==> src/rtl/ccc_cfg_pkg.sv <==
// Shared types for the CCC dynamic-configuration APB master.
// State encoding, bus widths and the registered command bundle.
package ccc_cfg_pkg;

    localparam int CCC_ADDR_W = 6;
    localparam int CCC_DATA_W = 8;

    typedef enum logic [2:0] {
        ST_IDLE      = 3'd0,
        ST_WAIT_BUSY = 3'd1,
        ST_SETUP     = 3'd2,
        ST_ACCESS    = 3'd3,
        ST_RESP      = 3'd4,
        ST_LOCK_WAIT = 3'd5
    } ccc_state_e;

    typedef struct packed {
        logic                  write;
        logic                  last;
        logic [CCC_ADDR_W-1:0] addr;
        logic [CCC_DATA_W-1:0] wdata;
    } ccc_cmd_t;

endpackage

==> src/rtl/ccc_cfg_sync2.sv <==
// Two-flop synchronizer for the asynchronous CCC BUSY and LOCK pins.
// Reset value is chosen per instance so BUSY resets pessimistically high.
module ccc_cfg_sync2 #(
    parameter logic RST_VAL = 1'b0
) (
    input  logic clk,
    input  logic rst,
    input  logic d,
    output logic q
);

    logic meta_q;
    logic sync_q;

    // Shift the pin through two flops to settle metastability
    always_ff @(posedge clk or posedge rst) begin
        if (rst) begin
            meta_q <= RST_VAL;
            sync_q <= RST_VAL;
        end else begin
            meta_q <= d;
            sync_q <= meta_q;
        end
    end

    assign q = sync_q;

endmodule

==> src/rtl/nand_flash_ccc_apb_cfg_master.sv <==
// APB initiator reprogramming the NAND-flash clock CCC/PLL.
// Holds the PLL in reset across a command sequence, then supervises LOCK.
module nand_flash_ccc_apb_cfg_master
    import ccc_cfg_pkg::*;
#(
    parameter int BUSY_TIMEOUT = 255,
    parameter int LOCK_TIMEOUT = 65535
) (
    input  logic                  PCLK,
    input  logic                  PRESET,
    input  logic                  CMD_VALID,
    output logic                  CMD_READY,
    input  logic                  CMD_WRITE,
    input  logic                  CMD_LAST,
    input  logic [CCC_ADDR_W-1:0] CMD_ADDR,
    input  logic [CCC_DATA_W-1:0] CMD_WDATA,
    output logic                  RSP_VALID,
    output logic [CCC_DATA_W-1:0] RSP_RDATA,
    output logic                  RSP_ERR,
    output logic                  PSEL,
    output logic                  PENABLE,
    output logic                  PWRITE,
    output logic [CCC_ADDR_W-1:0] PADDR,
    output logic [CCC_DATA_W-1:0] PWDATA,
    input  logic [CCC_DATA_W-1:0] PRDATA,
    input  logic                  BUSY,
    input  logic                  LOCK,
    output logic                  PLL_ARST_N,
    output logic                  SEQ_DONE,
    output logic                  LOCK_ERR
);

    localparam int MAX_TO = (BUSY_TIMEOUT > LOCK_TIMEOUT) ?
                            BUSY_TIMEOUT : LOCK_TIMEOUT;
    localparam int CNT_W  = $clog2(MAX_TO) + 1;

    localparam logic [CNT_W-1:0] CNT_MAX   = '1;
    localparam logic [CNT_W-1:0] BUSY_TO_C = CNT_W'(BUSY_TIMEOUT);
    localparam logic [CNT_W-1:0] LOCK_TO_C = CNT_W'(LOCK_TIMEOUT);

    logic busy_s;
    logic lock_s;

    ccc_state_e state_q, state_d;
    ccc_cmd_t   cmd_q, cmd_d;

    logic [CNT_W-1:0] cnt_q, cnt_d;
    logic [CNT_W-1:0] cnt_inc;

    logic seq_active_q, seq_active_d;
    logic cmd_ready_q, cmd_ready_d;
    logic rsp_valid_q, rsp_valid_d;
    logic rsp_err_q, rsp_err_d;
    logic psel_q, psel_d;
    logic penable_q, penable_d;
    logic pwrite_q, pwrite_d;
    logic pll_arst_n_q, pll_arst_n_d;
    logic seq_done_q, seq_done_d;
    logic lock_err_q, lock_err_d;

    logic [CCC_DATA_W-1:0] rsp_rdata_q, rsp_rdata_d;
    logic [CCC_ADDR_W-1:0] paddr_q, paddr_d;
    logic [CCC_DATA_W-1:0] pwdata_q, pwdata_d;

    ccc_cfg_sync2 #(.RST_VAL(1'b1)) u_busy_sync (
        .clk (PCLK),
        .rst (PRESET),
        .d   (BUSY),
        .q   (busy_s)
    );

    ccc_cfg_sync2 #(.RST_VAL(1'b0)) u_lock_sync (
        .clk (PCLK),
        .rst (PRESET),
        .d   (LOCK),
        .q   (lock_s)
    );

    // Sequencer: next state, shared timeout counter and registered outputs
    always_comb begin
        state_d      = state_q;
        cmd_d        = cmd_q;
        cnt_d        = cnt_q;
        seq_active_d = seq_active_q;
        pll_arst_n_d = pll_arst_n_q;
        lock_err_d   = lock_err_q;
        paddr_d      = paddr_q;
        pwdata_d     = pwdata_q;
        pwrite_d     = pwrite_q;
        rsp_err_d    = 1'b0;
        rsp_rdata_d  = '0;
        seq_done_d   = 1'b0;

        cnt_inc = (cnt_q == CNT_MAX) ? cnt_q : cnt_q + CNT_W'(1);

        unique case (state_q)
            ST_IDLE: begin
                if (CMD_VALID && cmd_ready_q) begin
                    cmd_d = '{write: CMD_WRITE,
                              last:  CMD_LAST,
                              addr:  CMD_ADDR,
                              wdata: CMD_WDATA};
                    cnt_d   = '0;
                    state_d = ST_WAIT_BUSY;
                    if (!seq_active_q) begin
                        seq_active_d = 1'b1;
                        pll_arst_n_d = 1'b0;
                        lock_err_d   = 1'b0;
                    end
                end
            end
            ST_WAIT_BUSY: begin
                cnt_d = cnt_inc;
                if (!busy_s) begin
                    state_d  = ST_SETUP;
                    paddr_d  = cmd_q.addr;
                    pwdata_d = cmd_q.wdata;
                    pwrite_d = cmd_q.write;
                end else if (cnt_inc >= BUSY_TO_C) begin
                    state_d   = ST_RESP;
                    rsp_err_d = 1'b1;
                end
            end
            ST_SETUP: begin
                state_d = ST_ACCESS;
            end
            ST_ACCESS: begin
                state_d     = ST_RESP;
                rsp_rdata_d = cmd_q.write ? '0 : PRDATA;
            end
            ST_RESP: begin
                if (cmd_q.last) begin
                    pll_arst_n_d = 1'b1;
                    seq_active_d = 1'b0;
                    cnt_d        = '0;
                    state_d      = ST_LOCK_WAIT;
                end else begin
                    state_d = ST_IDLE;
                end
            end
            ST_LOCK_WAIT: begin
                cnt_d = cnt_inc;
                if (lock_s) begin
                    seq_done_d = 1'b1;
                    state_d    = ST_IDLE;
                end else if (cnt_inc >= LOCK_TO_C) begin
                    lock_err_d = 1'b1;
                    seq_done_d = 1'b1;
                    state_d    = ST_IDLE;
                end
            end
            default: begin
                state_d = ST_IDLE;
            end
        endcase

        cmd_ready_d = (state_d == ST_IDLE);
        psel_d      = (state_d == ST_SETUP) || (state_d == ST_ACCESS);
        penable_d   = (state_d == ST_ACCESS);
        rsp_valid_d = (state_d == ST_RESP);
    end

    // State and output registers; PLL reset is released while in reset
    always_ff @(posedge PCLK or posedge PRESET) begin
        if (PRESET) begin
            state_q      <= ST_IDLE;
            cmd_q        <= '0;
            cnt_q        <= '0;
            seq_active_q <= 1'b0;
            cmd_ready_q  <= 1'b0;
            rsp_valid_q  <= 1'b0;
            rsp_err_q    <= 1'b0;
            rsp_rdata_q  <= '0;
            psel_q       <= 1'b0;
            penable_q    <= 1'b0;
            pwrite_q     <= 1'b0;
            paddr_q      <= '0;
            pwdata_q     <= '0;
            pll_arst_n_q <= 1'b1;
            seq_done_q   <= 1'b0;
            lock_err_q   <= 1'b0;
        end else begin
            state_q      <= state_d;
            cmd_q        <= cmd_d;
            cnt_q        <= cnt_d;
            seq_active_q <= seq_active_d;
            cmd_ready_q  <= cmd_ready_d;
            rsp_valid_q  <= rsp_valid_d;
            rsp_err_q    <= rsp_err_d;
            rsp_rdata_q  <= rsp_rdata_d;
            psel_q       <= psel_d;
            penable_q    <= penable_d;
            pwrite_q     <= pwrite_d;
            paddr_q      <= paddr_d;
            pwdata_q     <= pwdata_d;
            pll_arst_n_q <= pll_arst_n_d;
            seq_done_q   <= seq_done_d;
            lock_err_q   <= lock_err_d;
        end
    end

    assign CMD_READY  = cmd_ready_q;
    assign RSP_VALID  = rsp_valid_q;
    assign RSP_RDATA  = rsp_rdata_q;
    assign RSP_ERR    = rsp_err_q;
    assign PSEL       = psel_q;
    assign PENABLE    = penable_q;
    assign PWRITE     = pwrite_q;
    assign PADDR      = paddr_q;
    assign PWDATA     = pwdata_q;
    assign PLL_ARST_N = pll_arst_n_q;
    assign SEQ_DONE   = seq_done_q;
    assign LOCK_ERR   = lock_err_q;

endmodule

==> config.mk <==
export PLATFORM = sky130hd
export DESIGN_NAME = nand_flash_ccc_apb_cfg_master
export DESIGN_NICKNAME = d
export VERILOG_FILES = /design/src/rtl/ccc_cfg_pkg.sv /design/src/rtl/ccc_cfg_sync2.sv /design/src/rtl/nand_flash_ccc_apb_cfg_master.sv
export SDC_FILE = /design/constraint.sdc
export NUM_CORES = 1
export LEC_CHECK = 0
export ABC_CLOCK_PERIOD_IN_PS = 2300
export CAP_MARGIN = 30
export CELL_PAD_IN_SITES_DETAIL_PLACEMENT = 0
export CELL_PAD_IN_SITES_GLOBAL_PLACEMENT = 2
export CORE_AREA = 2 2 124 96
export CTS_BUF_LIST = sky130_fd_sc_hd__clkbuf_16
export DETAILED_ROUTE_END_ITERATION = 8
export DIE_AREA = 0 0 126 98
export PLACE_DENSITY_LB_ADDON = 0.1
export RECOVER_POWER = 25
export SLEW_MARGIN = 20
export SYNTH_ARGS = -nofsm -noshare
export SYNTH_HDL_FRONTEND = slang
export SYNTH_SLANG_ARGS = --single-unit
==> constraint.sdc <==
create_clock -name PCLK -period 2.3 [get_ports PCLK]
set_clock_uncertainty 0.2 [all_clocks]
set_input_delay 0.46 -clock PCLK [delete_from_list [all_inputs] [get_ports PCLK]]
set_output_delay 0.46 -clock PCLK [all_outputs]
set_load 0.02 [all_outputs]
==> flow_metrics.env, run 1 <==
# physical design summary
export IMPL_p_per_area_nw_per_um2=1040
export IMPL_grt_pass1_wl_mm=15.2
export IMPL_worstReg2RegEnd="state_q[0]"
export IMPL_fin_ws_ns=-0.163
export IMPL_min_period_ns=2.46
export IMPL_syn_area_um2=3390
export IMPL_synth_cell_type_count=56
export IMPL_num_io_pins=60
export IMPL_final_cells=577
export IMPL_area_leaders="dfrtp_1, mux2_2, o21ai_0"
export IMPL_status="finished with violations"
export IMPL_drc_errors=0
export IMPL_edf_count=0
export IMPL_place_congestion=0.875
export IMPL_syn_instance_count=304
export IMPL_rr_startpoint="cnt_q[1]"
export IMPL_tool_warnings=29
export IMPL_criticalPathCategory="flop to flop"
export IMPL_ys_cells=304
export IMPL_synthFlopType="dfrtp_1"
export IMPL_dr_pass1_iters=4
export IMPL_min_from="u_lock_sync.meta_q"
export IMPL_drt_iter0_markers=116
export IMPL_combGateArea_um2=1580
export IMPL_cts_root_buf="clkbuf_16"
export IMPL_period_used_pct=107
export IMPL_crit_slowest_cell="or4_4"
export IMPL_cts_buffers=9
export IMPL_r2r_slack_ns=-0.16
export IMPL_yosys_warnings=0
export IMPL_dpl_worst_slack_ns=-0.225
export IMPL_worstSkewPairLatency_ns=0.32
export IMPL_seq_area_um2=1810
export IMPL_coreArea_um2=11200
export IMPL_min_path_type="flop to flop"
export IMPL_grt_max_degree=32
export IMPL_hold_path_depth=0
export IMPL_critPathRequiredTime_ns=2.30
export IMPL_postRouteAntennaNets=0
export IMPL_rows=34
export IMPL_cts_sinks=72
export IMPL_dp_cells=554
export IMPL_syn_area_per_cell_um2=11.1
export IMPL_crit_path_frequent_cell="buf_4"
export IMPL_worst_pin_slew_ns=0.842
export IMPL_fin_nets=458
export IMPL_grt_ovfl_total=0
export IMPL_critPathMaxFanout=4
export IMPL_yosys_area_top_type="dfrtp_1"
export IMPL_cts_reportedPaths_clkPinSlew_ns=0.06
export IMPL_cap_violations=0
export IMPL_final_hold_viol_count=0
export IMPL_hold_buffers=0
export IMPL_fp_nets=334
export IMPL_cp_arrival_ns=2.46
export IMPL_syn_to_final_growth_pct=48.0
export IMPL_leakage_nw=2.16
export IMPL_yosys_area_um2=3390
export IMPL_cts_tree="built"
export IMPL_crit_path_cell_trace="ha_4 -> nand3_4 -> or4_4 -> a211o_1 -> a211oi_4 -> buf_4 -> nor4_4 -> buf_4 -> nand3_1 -> nand4_1"
export IMPL_fin_area_um2=5010
export IMPL_cpPeakStageDelay_ns=0.46
export IMPL_dpl_cell_area_um2=4610
export IMPL_drv_slew=0
export IMPL_critPathLaunchType="flop"
export IMPL_cts_max_level=3
export IMPL_worstHoldEndpoint="u_lock_sync.q"
export IMPL_vdd_drop_max_uv=548
export IMPL_yosysTopAreaCellShare_pct=51.0
export IMPL_reg2reg_depth=10
export IMPL_setup_viol=6
export IMPL_synth_seq_share_pct=53.3
export IMPL_vias_per_cell=4.87
export IMPL_violations="setup timing"
export IMPL_clock_path_buffers=2
export IMPL_relSlewSlack_pct=43.5
export IMPL_grt_pass1_vias=2907
export IMPL_fillCellCount=1087
export IMPL_tns_ns=-0.655
export IMPL_core_util_floorplan_pct=30.1
export IMPL_hold_ws_ns=0.151
export IMPL_antenna_found_initial=0
export IMPL_common_cells="dfrtp_1, mux2_2, nand2_1, nor2_1, o21ai_0"
export IMPL_most_common_cell="dfrtp_1"
export IMPL_dp_hpwl_mm=6.66
export IMPL_die_area_um2=12300
export IMPL_synth_flops=72
==> run 1: cell families (layout without fill, tap and decap cells) <==
group / Yosys count / in the layout / share of synthesized area (%)
simple gates: 100 / 100 / 17.3
flops: 72 / 72 / 53.3
compound gates: 71 / 71 / 14.4
mux: 34 / 34 / 11.2
buf+inv: 25 / 154 / 3.14
fa+ha+maj: 1 / 1 / 0.369
xor+xnor: 1 / 1 / 0.259
==> run 1: layer usage <==
layer,global-route usage [%],part of all wire [%]
met1,23.8,53
met2,21.9,41
met3,4.16,5.1
met4,4.06,0.49
met5,0,0
==> run 1: layout make-up <==
cell class,count,share of cell area [%]
well taps,144,3.59
multi-input cells,207,31.6
flip-flops and latches,72,36.1
clock inverters,7,1.30
repair buffers,130,22.4
inverters,8,0.624
clock buffers,9,4.49
==> run 1: sequential cells by signal, summed over array words and instances, names as in the netlist <==
register,cells
CMD_READY,1
LOCK_ERR,1
PADDR,6
PENABLE,1
PLL_ARST_N,1
PSEL,1
PWDATA,8
PWRITE,1
RSP_ERR,1
RSP_RDATA,8
RSP_VALID,1
SEQ_DONE,1
cmd_q,16
cnt_q,17
seq_active_q,1
state_q,3
u_busy_sync.meta_q,1
u_busy_sync.q,1
u_lock_sync.meta_q,1
u_lock_sync.q,1
==> run 1: critical path, delay by kind of cell (launching register included) <==
kind | cells | cell delay [ns]
AOI/OAI and AO/OA | 2 | 0.50
DFF | 1 | 0.40
buffers and inverters | 2 | 0.30
adders and majority gates | 1 | 0.19
and+or+nand+nor | 5 | 0.74
==> run 1: power by group <==
group          leakage [nW]  total (mW)  switching (mW)  internal [mW]
combinational          1.11        1.96           0.943           1.01
clock                 0.142        1.34           0.515          0.829
sequential            0.910        1.90           0.235           1.67
==> run 1: through the flow <==
| step | utilization, % | total power [mW] |
|---|---|---|
| 4_1_cts | 43.9 | 5.26 |
| 3_5_place_dp | 41.0 | 3.84 |
| 2_1_floorplan | - | 2.96 |
| 5_1_grt | 44.6 | 5.55 |
| 6_report | 44.6 | 5.20 |
| 3_3_place_gp | 41.0 | 3.82 |
==> run 1: timing repair <==
item | in CTS | in global routing
endpoints found under the setup margin | 7 | 9
resized | 0 | 17
buffers inserted | 4 | 3
pin swaps | 3 | 5
==> run 1: how the worst max path moves through the flow <==
stage               startpoint    endpoint  slack, ns  depth (start not counted)
floorplan             cnt_q[0]  state_q[0]      -0.08                          8
global placement      cnt_q[2]  state_q[0]      -0.14                          8
detailed placement    cnt_q[1]  state_q[0]      -0.22                          8
CTS                   cnt_q[0]  state_q[0]      -0.22                          8
global route         cnt_q[14]  state_q[0]      -0.31                          9
finish                cnt_q[1]  state_q[0]      -0.16                         10
==> run 1: layout by cell type, fill, tap and decap left out, types with 5 or more instances in the layout <==
cell type        Yosys  layout
buf_4                3      68
dfrtp_1             69      67
clkdlybuf4s50_1      0      56
mux2_2              31      31
nand2_1             20      20
o21ai_0             18      18
a21oi_1             17      17
nor2_1              18      17
and2_1              10      10
nand4_1              9       9
nand3_1             10       9
inv_1                8       9
clkbuf_16            0       9
nand2b_1             7       7
o31ai_1              8       6
and3_1               6       5
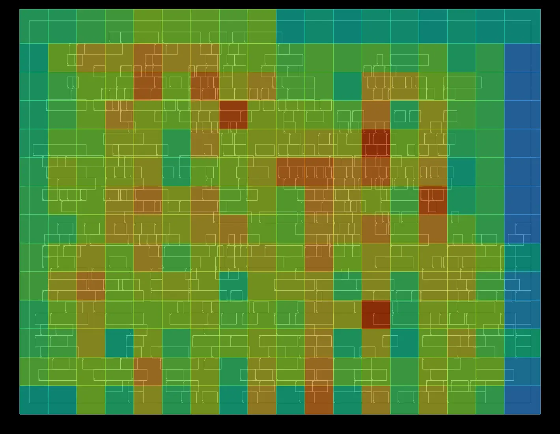
run_1/congestion_map.png
WL/cell: 15.6 µm
met1 Resource Use GR: 23.8%
Final Core Density: 44.6%
met2 GRT Util: 21.9%

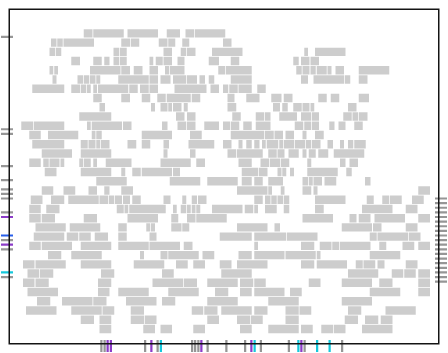
run_1/pinout.png
Pins as bars across the die edge, other pins in grey.
[blue] PWRITE | pins: 1 | direction: output | edge: left
[cyan] CMD_ADDR | pins: 6 | direction: input | edge: 5 bottom, 1 left
[purple] PWDATA | pins: 8 | direction: output | edge: 6 bottom, 2 left
port bufs: 59
Die Width: 126 µm
Die Y: 98 µm

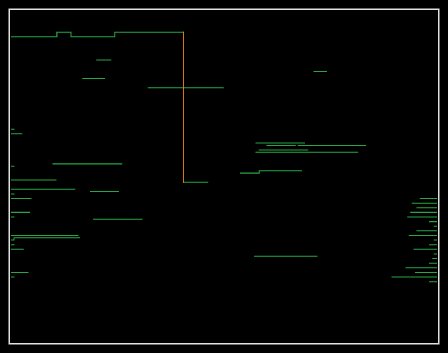
run_1/layers.png
Only two layers are drawn.
[green] M3 | wire length: 457 µm
[orange] M4 | wire length: 44.2 µm
GRT Overall Usage: 15.6%
Via Count: 2811
Post-Route WL: 9.01 mm

--- run 2 (diff from run 1) ---
--- a/config.mk
+++ b/config.mk
@@ -6,7 +6,6 @@
 export NUM_CORES = 1
 export LEC_CHECK = 0
 export ABC_CLOCK_PERIOD_IN_PS = 2300
-export CAP_MARGIN = 30
 export CELL_PAD_IN_SITES_DETAIL_PLACEMENT = 0
 export CELL_PAD_IN_SITES_GLOBAL_PLACEMENT = 2
 export CORE_AREA = 2 2 124 96
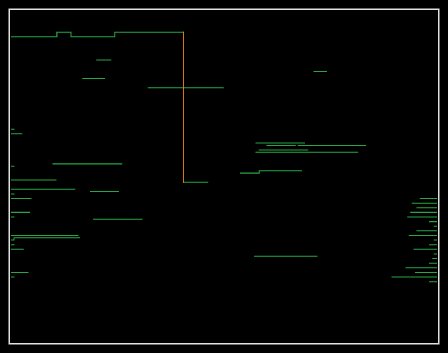
run_2/layers.png
Only two layers are drawn.
[green] M3 | wire length: 457 µm
[orange] M4 | wire length: 44.2 µm

==> run 2 against run 1 <==
The flow still finishes with violations (setup timing); worst setup slack unchanged; non-clock buffer count is the same; via count unchanged; wire length unchanged; register-to-register slack is essentially flat; combinational power about the same; critical path depth is the same; fmax unchanged; synthesized cell count stayed put.
==> flow_metrics.env, run 2 <==
# physical design summary
export IMPL_rr_startpoint="cnt_q[1]"
export IMPL_antenna_found_initial=0
export IMPL_drt_total_wl_mm=9.01
export IMPL_worstSkewPairLatency_ns=0.32
export IMPL_yosysTopAreaCellShare_pct=51.0
export IMPL_tool_warnings=29
export IMPL_syn_area_um2=3390
export IMPL_num_io_pins=60
export IMPL_synth_seq_share_pct=53.3
export IMPL_yosys_area_um2=3390
export IMPL_critPathMaxFanout=4
export IMPL_final_layout_top_logic_cells="buf_4, dfrtp_1, clkdlybuf4s50_1"
export IMPL_final_cells=577
export IMPL_grt_pass1_wl_mm=15.2
export IMPL_min_period_ns=2.46
export IMPL_r2r_slack_ns=-0.16
export IMPL_vias_per_cell=4.87
export IMPL_common_cells="dfrtp_1, mux2_2, nand2_1, nor2_1, o21ai_0"
export IMPL_critPathRequiredTime_ns=2.30
export IMPL_regMostFlops="cnt_q"
export IMPL_syn_to_final_growth_pct=48.0
export IMPL_gr_max_usage_layer="met1"
export IMPL_fillCellCount=1087
export IMPL_vias=2811
export IMPL_min_from="u_lock_sync.meta_q"
export IMPL_end_kind="flop"
export IMPL_cts_buffers=9
export IMPL_postRouteAntennaNets=0
export IMPL_dp_hpwl_mm=6.66
export IMPL_drc_errors=0
export IMPL_violations="setup timing"
export IMPL_setup_viol=6
export IMPL_port_buffers=59
export IMPL_clock_path_buffers=2
export IMPL_p_per_area_nw_per_um2=1040
export IMPL_drt_iter0_markers=116
export IMPL_period_used_pct=107
export IMPL_cts_tree="built"
export IMPL_grt_max_degree=32
export IMPL_worst_pin_slew_ns=0.842
export IMPL_dpl_worst_slack_ns=-0.225
export IMPL_dp_cells=554
export IMPL_leakage_nw=2.16
export IMPL_edf_count=0
export IMPL_grt_setup_unrepaired="true"
export IMPL_dpl_cell_area_um2=4610
export IMPL_cts_reportedPaths_clkPinSlew_ns=0.06
export IMPL_tns_ns=-0.655
export IMPL_core_util_floorplan_pct=30.1
export IMPL_grtUsageMet3_pct=4.16
export IMPL_power_mw=5.20
export IMPL_critPathLaunchType="flop"
export IMPL_coreArea_um2=11200
export IMPL_ys_cells=304
export IMPL_syn_area_per_cell_um2=11.1
export IMPL_rows=34
export IMPL_status="finished with violations"
export IMPL_die_w_um=126
export IMPL_die_h_um=98
export IMPL_min_path_type="flop to flop"
export IMPL_final_hold_viol_count=0
export IMPL_criticalPathCategory="flop to flop"
export IMPL_vdd_drop_max_uv=548
export IMPL_cap_violations=0
export IMPL_yosys_area_top_type="dfrtp_1"
export IMPL_grtUsageTotal_pct=15.6
export IMPL_reg_top3="cnt_q: 17 flops, cmd_q: 16 flops"
export IMPL_lay_top_count="buf_4"
export IMPL_fin_area_um2=5010
export IMPL_n_antenna_cell=0
export IMPL_grt_use_met1_pct=23.8
export IMPL_die_area_um2=12300
export IMPL_met2_usage_pct=21.9
export IMPL_fin_nets=458
export IMPL_fp_nets=334
export IMPL_critPathLaunch="cnt_q[1]"
export IMPL_fin_ws_ns=-0.163
export IMPL_cts_sinks=72
export IMPL_most_common_cell="dfrtp_1"
export IMPL_fmaxAchievable_mhz=406
export IMPL_async_flop_share_pct=100
export IMPL_synthFlopType="dfrtp_1"
export IMPL_yosys_warnings=0
export IMPL_largest_reg_flops=17
export IMPL_layout_drive_gt1_share_pct=33.9
export IMPL_grt_ovfl_total=0
export IMPL_grt_pass1_vias=2907
export IMPL_place_congestion=0.875
export IMPL_syn_instance_count=304
export IMPL_dr_pass1_iters=4
export IMPL_cts_max_level=3
export IMPL_drv_slew=0
export IMPL_wl_per_cell_um=15.6
export IMPL_relSlewSlack_pct=43.5
export IMPL_area_leaders="dfrtp_1, mux2_2, o21ai_0"
export IMPL_cts_root_buf="clkbuf_16"
export IMPL_synth_cell_type_count=56
export IMPL_synth_flops=72
export IMPL_cp_arrival_ns=2.46
run 2: timing repair:
item                       CTS  global route
pin swaps                    3             5
buffers inserted             4             3
cloned                       0             0
setup endpoints to repair    7             9
resized                      0            17
hold buffers                 0             0
run 2: area by class of cell:
cell class              count  area (µm²)  area share [%]
flip-flops and latches     72        1810            36.1
multi-input cells         207        1580            31.6
clock inverters             7        65.1            1.30
well taps                 144         180            3.59
inverters                   8        31.3           0.624
repair buffers            130        1120            22.4
clock buffers               9         225            4.49
run 2: power breakdown:
| group | total, mW | switching (mW) | internal [mW] | leakage (nW) |
|---|---|---|---|---|
| Sequential | 1.90 | 0.235 | 1.67 | 0.910 |
| Combinational | 1.96 | 0.943 | 1.01 | 1.11 |
| Clock | 1.34 | 0.515 | 0.829 | 0.142 |
run 2: metrics by stage:
| step | utilization [%] | hold WS [ns] |
|---|---|---|
| CTS | 43.9 | 0.154 |
| floorplan | - | 0.131 |
| finish | 44.6 | 0.151 |
| detailed placement | 41.0 | 0.141 |
| global route | 44.6 | 0.164 |
| global placement | 41.0 | 0.133 |
run 2: cell families (layout without fill, tap and decap cells):
kind of cell / after synthesis / after routing / share of synthesized area, %
and+or+nand+nor: 100 / 100 / 17.3
xor gates and xnor gates: 1 / 1 / 0.259
AOI/OAI and AO/OA: 71 / 71 / 14.4
DFF: 72 / 72 / 53.3
adders and majority gates: 1 / 1 / 0.369
buffers and inverters: 25 / 154 / 3.14
muxes: 34 / 34 / 11.2
run 2: layer usage:
layer  wire length [µm]  part of all wire (%)  vias up
met5                  0                     0        -
met4                 44                  0.49        0
met3                456                   5.1        2
met2               3720                    41       65
met1               4800                    53     1382
li1                   -                     -     1362
run 2: worst paths after layout:
check                                 to  cells after the start
max in group asynchronous      PWDATA[2]                      3
min                        u_lock_sync.q                      0
max                           state_q[0]                     10
min in group asynchronous      cnt_q[12]                      2
max reg2reg                   state_q[0]                     10
min reg2reg                u_lock_sync.q                      0
run 2: worst max-delay path, stage by stage, from the launching register on:
cell	delay, ns
dfrtp_1	0.40
ha_4	0.19
nand3_4	0.08
or4_4	0.46
a211o_1	0.31
a211oi_4	0.19
buf_4	0.16
nor4_4	0.03
buf_4	0.14
nand3_1	0.07
nand4_1	0.10
run_2/pinout.png
Pins as bars across the die edge, other pins in grey.
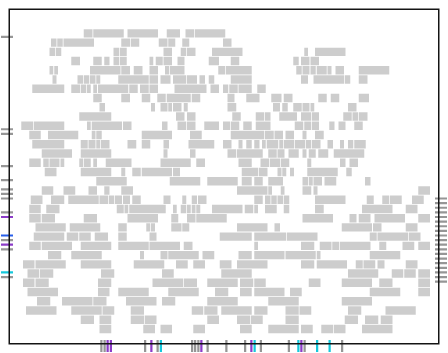

--- run 3 (diff from run 2) ---
--- a/config.mk
+++ b/config.mk
@@ -10,8 +10,10 @@
 export CELL_PAD_IN_SITES_GLOBAL_PLACEMENT = 2
 export CORE_AREA = 2 2 124 96
 export CTS_BUF_LIST = sky130_fd_sc_hd__clkbuf_16
+export CTS_CLUSTER_SIZE = 28
 export DETAILED_ROUTE_END_ITERATION = 8
 export DIE_AREA = 0 0 126 98
+export GPL_TIMING_DRIVEN = 0
 export PLACE_DENSITY_LB_ADDON = 0.1
 export RECOVER_POWER = 25
 export SLEW_MARGIN = 20
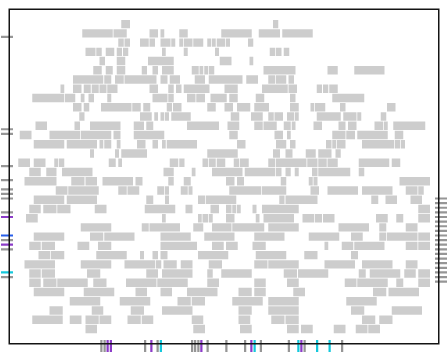
run_3/pinout.png
Pins as bars across the die edge, other pins in grey.
[blue] PWRITE | pins: 1 | direction: output | edge: left
[purple] PWDATA | pins: 8 | direction: output | edge: 6 bottom, 2 left
[cyan] CMD_ADDR | pins: 6 | direction: input | edge: 5 bottom, 1 left
all pins by edge: 25 bottom, 19 right, 16 left

==> run 3 against run 2 <==
The flow still finishes with violations (setup timing); first-iteration DRC count rose by 97%; flip-flop count stayed put; register-to-register slack lost 0.06 ns; combinational power fell by 2%; wire length grew 5.7%; sequential share of layout area is 0.99 points higher; via count decreased by 2.6%; core utilization shrank 1.0 points; clock power is about 10% higher; worst hold slack worse by 0.0029 ns; critical path type unchanged.
==> flow_metrics.env, run 3 <==
# physical design summary
export IMPL_status="finished with violations"
export IMPL_violations="setup timing"
export IMPL_syn_area_per_cell_um2=11.1
export IMPL_num_io_pins=60
export IMPL_grt_ovfl_total=0
export IMPL_critPathLaunchType="flop"
export IMPL_critPathRequiredTime_ns=2.29
export IMPL_worstHoldEndpoint="u_lock_sync.q"
export IMPL_dp_hpwl_mm=6.45
export IMPL_fillCellCount=1101
export IMPL_period_used_pct=110
export IMPL_die_area_um2=12300
export IMPL_worst_pin_slew_ns=1.24
export IMPL_wl_per_cell_um=17.2
export IMPL_min_period_ns=2.53
export IMPL_grt_pass1_wl_mm=15.5
export IMPL_cts_max_level=3
export IMPL_combPwrFrac_pct=36.2
export IMPL_largest_reg_flops=17
export IMPL_coreArea_um2=11200
export IMPL_leakage_nw=2.05
export IMPL_synth_seq_share_pct=53.3
export IMPL_fp_nets=334
export IMPL_dpl_cell_area_um2=4240
export IMPL_vias=2737
export IMPL_fin_ws_ns=-0.227
export IMPL_worstReg2RegEnd="state_q[0]"
export IMPL_common_cells="dfrtp_1, mux2_2, nand2_1, nor2_1, o21ai_0"
export IMPL_core_util_floorplan_pct=30.1
export IMPL_drt_iter0_markers=229
export IMPL_synthFlopType="dfrtp_1"
export IMPL_place_congestion=0.838
export IMPL_syn_area_um2=3390
export IMPL_dr_pass1_iters=4
export IMPL_drv_slew=0
export IMPL_worstSkewPairLatency_ns=0.33
export IMPL_yosys_warnings=0
export IMPL_clockPowerShare_pct=28.2
export IMPL_rr_startpoint="cnt_q[1]"
export IMPL_port_buffers=59
export IMPL_switchingPower_mw=1.74
export IMPL_async_flop_share_pct=100
export IMPL_tool_warnings=29
export IMPL_drt_total_wl_mm=9.52
export IMPL_lay_top_count="dfrtp_1"
export IMPL_cap_violations=0
export IMPL_dp_cells=509
export IMPL_reg_top3="cnt_q: 17 flops, cmd_q: 16 flops"
export IMPL_reg2reg_depth=8
export IMPL_power_mw=5.31
export IMPL_edf_count=0
export IMPL_grt_pass1_vias=2814
export IMPL_postRouteAntennaNets=0
export IMPL_yosys_area_top_type="dfrtp_1"
export IMPL_syn_instance_count=304
export IMPL_final_layout_top_logic_cells="dfrtp_1, clkdlybuf4s50_1, buf_4"
export IMPL_final_util_pct=43.6
export IMPL_grt_setup_unrepaired="true"
export IMPL_criticalPathCategory="flop to flop"
export IMPL_synth_flops=72
export IMPL_synth_cell_type_count=56
export IMPL_grt_max_degree=34
export IMPL_ys_cells=304
export IMPL_cts_reportedPaths_clkPinSlew_ns=0.06
export IMPL_vdd_drop_max_uv=510
export IMPL_die_w_um=126
export IMPL_tns_ns=-1.43
export IMPL_syn_to_final_growth_pct=44.6
export IMPL_grtUsageTotal_pct=16.0
export IMPL_fin_area_um2=4890
export IMPL_area_leaders="dfrtp_1, mux2_2, o21ai_0"
export IMPL_rows=34
export IMPL_switching_share_pct=32.8
export IMPL_p_per_area_nw_per_um2=1080
export IMPL_die_h_um=98
export IMPL_power_internal_mw=3.57
export IMPL_layout_drive_gt1_share_pct=31.8
export IMPL_yosys_area_um2=3390
export IMPL_seqPwrFrac_pct=35.6
export IMPL_cts_sinks=72
export IMPL_hold_ws_ns=0.149
export IMPL_hold_path_depth=0
export IMPL_cts_buffers=9
export IMPL_n_antenna_cell=0
export IMPL_final_hold_viol_count=0
export IMPL_critPathMaxFanout=4
export IMPL_cts_root_buf="clkbuf_16"
export IMPL_hold_buffers=0
export IMPL_cts_tree="built"
export IMPL_clock_path_buffers=2
export IMPL_min_from="u_lock_sync.meta_q"
export IMPL_fmaxAchievable_mhz=396
export IMPL_drc_errors=0
export IMPL_most_common_cell="dfrtp_1"
export IMPL_cp_arrival_ns=2.52
export IMPL_setup_viol=9
export IMPL_vias_per_cell=4.95
export IMPL_min_path_type="flop to flop"
export IMPL_antenna_found_initial=0
export IMPL_final_cells=553
export IMPL_end_kind="flop"
export IMPL_r2r_slack_ns=-0.23
export IMPL_fin_nets=434
export IMPL_relSlewSlack_pct=16.7
export IMPL_dpl_worst_slack_ns=-0.672
export IMPL_regMostFlops="cnt_q"
-- run 3: metal layers --
| metal | track usage [%] | part of all wire [%] | up-vias |
|---|---|---|---|
| met5 | 0 | 0 | - |
| met4 | 4.40 | 1.0 | 0 |
| met3 | 4.38 | 5.7 | 7 |
| met2 | 22.0 | 40 | 71 |
| met1 | 24.5 | 53 | 1348 |
| li1 | - | - | 1311 |
-- run 3: final cells by class --
cell class,count,area [µm²],area share (%)
plain buffers,15,91.3,1.87
clock buffers,9,225,4.60
clock inverters,7,93.8,1.92
inverters,8,31.3,0.639
multi-input cells,207,1620,33.1
flip-flops and latches,72,1810,37.1
well taps,144,180,3.68
repair buffers,91,841,17.2
-- run 3: kinds of logic (layout without fill, tap and decap cells) --
family	after synthesis	count (layout)	share of synthesized area, %
adders and majority gates	1	1	0.369
AOI/OAI and AO/OA	71	71	14.4
muxes	34	34	11.2
xor gates and xnor gates	1	1	0.259
and+or+nand+nor	100	100	17.3
buffers and inverters	25	130	3.14
DFF	72	72	53.3
-- run 3: repair_timing --
| action | 4_1_cts | 5_1_grt |
|---|---|---|
| resized | 31 | 16 |
| setup buffers | 26 | 4 |
| endpoints found under the hold margin | 0 | 0 |
| pin swaps | 13 | 7 |
| endpoints found under the setup margin | 20 | 18 |
-- run 3: how the worst max path moves through the flow --
stage | to | slack, ns | depth (start not counted)
2_1_floorplan | state_q[0] | -0.08 | 8
3_3_place_gp | state_q[2] | -0.69 | 8
3_5_place_dp | state_q[2] | -0.67 | 8
4_1_cts | state_q[0] | -0.29 | 8
5_1_grt | state_q[2] | -0.38 | 8
6_report | state_q[0] | -0.23 | 8
-- run 3: power groups by stage --
stage	clock (mW)	combinational, mW	sequential, mW
finish	1.50	1.92	1.89
detailed placement	0	1.80	1.92
global route	1.60	2.08	1.94
global placement	0	1.79	1.91
floorplan	0	0.869	2.09
CTS	1.56	1.93	1.89
-- run 3: worst max-delay path, stage by stage, from the launching register on --
cell	delay, ns
dfrtp_2	0.39
ha_4	0.17
nand3_2	0.08
or4_4	0.48
a211o_1	0.32
a211oi_4	0.25
o211ai_2	0.18
a31oi_4	0.20
nand4_1	0.12
Power figures rest on the tool's default switching activity, not on a simulated workload.
